### Routing congestion map, run 1

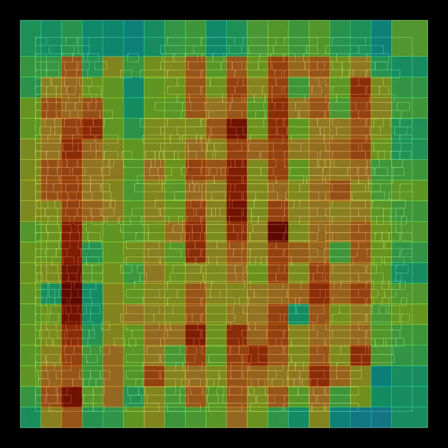
### The metal 4 layer, run 1

(3 px per µm)
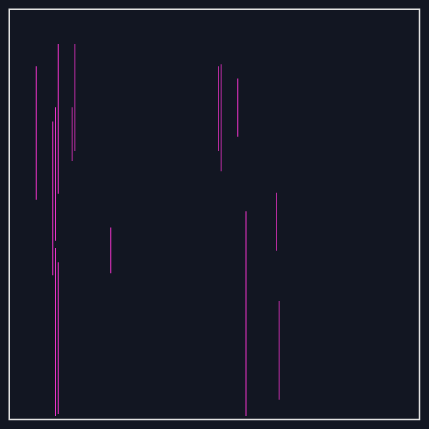
### Power grid, run 1

(3 px per µm) Pins as bars on the die edge.
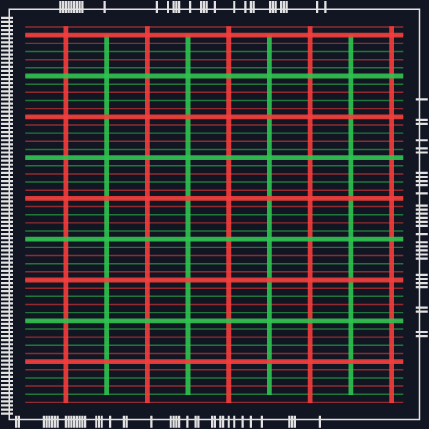
### Cell density map, run 1

(2 px per µm) 14 x 14 tiles, from white (low) to dark blue (high), 0 to 100% covered.
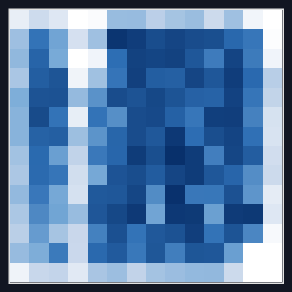
==> config.mk <==
export PLATFORM = sky130hd
export DESIGN_NAME = obi_mem_sbr_shim
export DESIGN_NICKNAME = d
export VERILOG_FILES = /design/src/rtl/obi_mem_sbr_shim.sv
export SDC_FILE = /design/constraint.sdc
export NUM_CORES = 1
export LEC_CHECK = 0
export CAP_MARGIN = 20
export CORE_MARGIN = 5
export CORE_UTILIZATION = 49
export DETAILED_ROUTE_END_ITERATION = 10
export GPL_ROUTABILITY_DRIVEN = 1
export MAX_ROUTING_LAYER = met4
export PLACE_DENSITY = 0.92
export RECOVER_POWER = 100
export SLEW_MARGIN = 20
export SYNTH_ARGS = -nofsm -noshare
export SYNTH_HDL_FRONTEND = slang
export SYNTH_SLANG_ARGS = --single-unit
==> constraint.sdc <==
create_clock -name clk -period 2.6 [get_ports clk]
set_clock_uncertainty 0.1 [all_clocks]
set_input_delay 0.52 -clock clk [delete_from_list [all_inputs] [get_ports clk]]
set_output_delay 0.52 -clock clk [all_outputs]
set_load 0.02 [all_outputs]
==> results.cfg, run 1 <==
; implementation run metrics
[outcome]
outcome = complete, but fails checks
violations = setup timing

[setup_path]
crit_path_top_delay_cell = or4_4
critical_path.most_common_cell = buf_6
cp_data_arrival_time_ns = 2.09
crit_cells = 9
r2r_cells = 9
worstSetupPathType = in2out

[hold_path]
whs_path_depth = 1
hold_path_class = reg2reg

[clock_network]
cts_setup_buffers = 22
cts_tree = yes
cts_made_buffers = 17
hold_buffers = 0

[detailed_routing]
routed.top_layer = met4
met2_length_um = 11800

[layout]
combGateArea_mm2 = 0.00229
lay_top_count = edfxtp_1
largest_class = sequential cells
comb_share_pct = 20.0

[synth]
ys_seq_share_pct = 69.8
ys_dominant_reg_cell = edfxtp_1
async_flop_share_pct = 11.4
synthCells = 435
synth-edff-count = 164
fa_ha_area_share_pct = 1.63
aoi_share_pct = 0.192

[placement]
io_buffers = 201

[timing]
setup_slack_ns = -0.112
setup_viol = 45
Notes on 'Routing congestion map' above:
met3 Use GR: 5.66%
Finished Core Util: 72.7%
met2 Use GR: 41.7%
All-Layer GR Usage: 23.6%
DR WL/cell: 22.9 µm

Notes on 'The metal 4 layer' above:
- longest straight run: 68.0 µm
- wire length on this layer: 565 µm
- share of all routed wire: 2.7%
- main direction: vertical
- nets with wire on the layer: 13
routed vias: 5021
total wire length: 21200 µm

Notes on 'Power grid' above:
- green: VDD
- red: VSS
- met4 straps: 9
- rows: 46
- signal pins: 204
Core ar.: 0.0158 mm²
Die W: 136 µm

Notes on 'Cell density map' above:
- densest ninth of the die: middle
- fullest tile: 100%
- tiles over 75% full: 43%
- nearly empty tiles: 4.1%
- mean over tiles: 60%
floorplan utilization: 49.5%

[run 1: per-stage QoR]
| step | std cells | utilization (%) | TNS [ns] | total power, µW | hold WS, ns |
|---|---|---|---|---|---|
| 4_1_cts | 907 | 70.3 | -4.58 | 9860 | 0.378 |
| 3_3_place_gp | 847 | 65.0 | -31.17 | 7350 | 0.348 |
| 3_5_place_dp | 847 | 65.0 | -29.86 | 7470 | 0.371 |
| 5_1_grt | 927 | 72.7 | -6.12 | 11100 | 0.418 |
| 6_report | 927 | 72.7 | -2.75 | 10600 | 0.378 |
| 2_1_floorplan | 435 | - | 0 | 5820 | 0.334 |
[run 1: report_power, final]
group          switching, µW  internal [µW]
registers                149           3560
clock network           1070           1510
logic                   1970           2360
total                   3180           7440
--- run 2 (diff from run 1) ---
--- a/config.mk
+++ b/config.mk
@@ -8,6 +8,7 @@
 export CAP_MARGIN = 20
 export CORE_MARGIN = 5
 export CORE_UTILIZATION = 49
+export CTS_CLUSTER_DIAMETER = 120
 export DETAILED_ROUTE_END_ITERATION = 10
 export GPL_ROUTABILITY_DRIVEN = 1
 export MAX_ROUTING_LAYER = met4
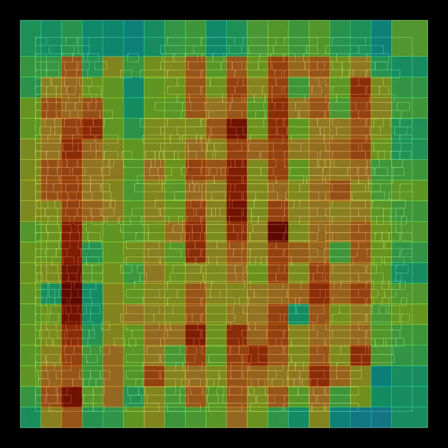
*Routing congestion map, run 2*
met1 usage: 26.0%
most used routing layer: met2

==> run 2 against run 1 <==
The run still ends with setup timing left. Fmax is the same. Via count is the same. Wire length is the same. Combinational power is essentially flat. Die size is the same. Global-route usage is the same. Hold slack is the same. Critical path depth is the same. Highest routed layer unchanged.
==> results.cfg, run 2 <==
; implementation run metrics
[setup_path]
r2r_cells = 9
crit_path_top_delay_cell = or4_4
crit_cells = 9
crit_family = simple AND/OR/NAND/NOR gates
worstSetupPathType = in2out
critical_path.most_common_cell = buf_6
cp_data_arrival_time_ns = 2.09

[synth]
async_flop_share_pct = 11.4
ys_seq_share_pct = 69.8
synthCells = 435
ys_dominant_reg_cell = edfxtp_1
synth-edff-count = 164

[power_and_ir_drop]
p_int_uw = 7440
clkPwrFrac_pct = 24.3
pg_clk_uw = 2580
p_comb_share_pct = 40.8
swShare_pct = 30.0
p_switching_uw = 3180
seqPwrFrac_pct = 34.9
sequentialPower_uw = 3710
power_leader = combinational logic
comb-power_uw = 4330

[timing]
finalHoldViolCount = 0
setup_slack_ns = -0.112
setup_viol = 45
setup-tns-final_ns = -2.75

[die]
core-area_mm2 = 0.0158
fp_util_pct = 49.5
die_w_um = 136

[detailed_routing]
met2_length_um = 11800
route.detailed.wl_per_inst_um = 22.9
drc_errors = 0
wl_um = 21200
routed.top_layer = met4

[global_route]
grt_usage_pct = 23.6
grt_use_met3_pct = 5.66
use_met2_pct = 41.7

[layout]
drive_gt1_share_pct = 40.6
final_core_util_pct = 72.7

[outcome]
outcome = complete, but fails checks
violations = setup timing

[clock_network]
hold_buffers = 0
cts_tree = yes

[hold_path]
hold_path_class = reg2reg
whs_path_depth = 1

[placement]
hpwl_um = 13200
dpl.cell_count = 847
io_buffers = 201
[run 2: cells by family after synthesis]
logic type | count (synthesis) | share of synthesized area, %
simple gates | 144 | 13.0
mux | 44 | 12.2
compound gates | 3 | 0.192
fa+ha+maj | 9 | 1.63
xor+xnor | 6 | 0.673
buf+inv | 44 | 2.47
flops | 185 | 69.8
[run 2: area by class of cell]
class	count	area, µm²	share of cell area [%]
Clock inverter	11	149	1.30
Inverter	11	41.3	0.360
Tap cell	216	270	2.36
Multi-Input combinational cell	206	2290	20.0
Clock buffer	21	440	3.84
Sequential cell	185	5460	47.6
Antenna cell	4	10.0	0.0873
Timing Repair Buffer	273	2810	24.5
[run 2: timing repair]
item	in CTS	in global routing
pin swaps	26	26
buffers inserted	22	20
endpoints found under the hold margin	0	0
cloned	7	2
resized	454	149
endpoints found under the setup margin	90	91
Power figures rest on the tool's default switching activity, not on a simulated workload.
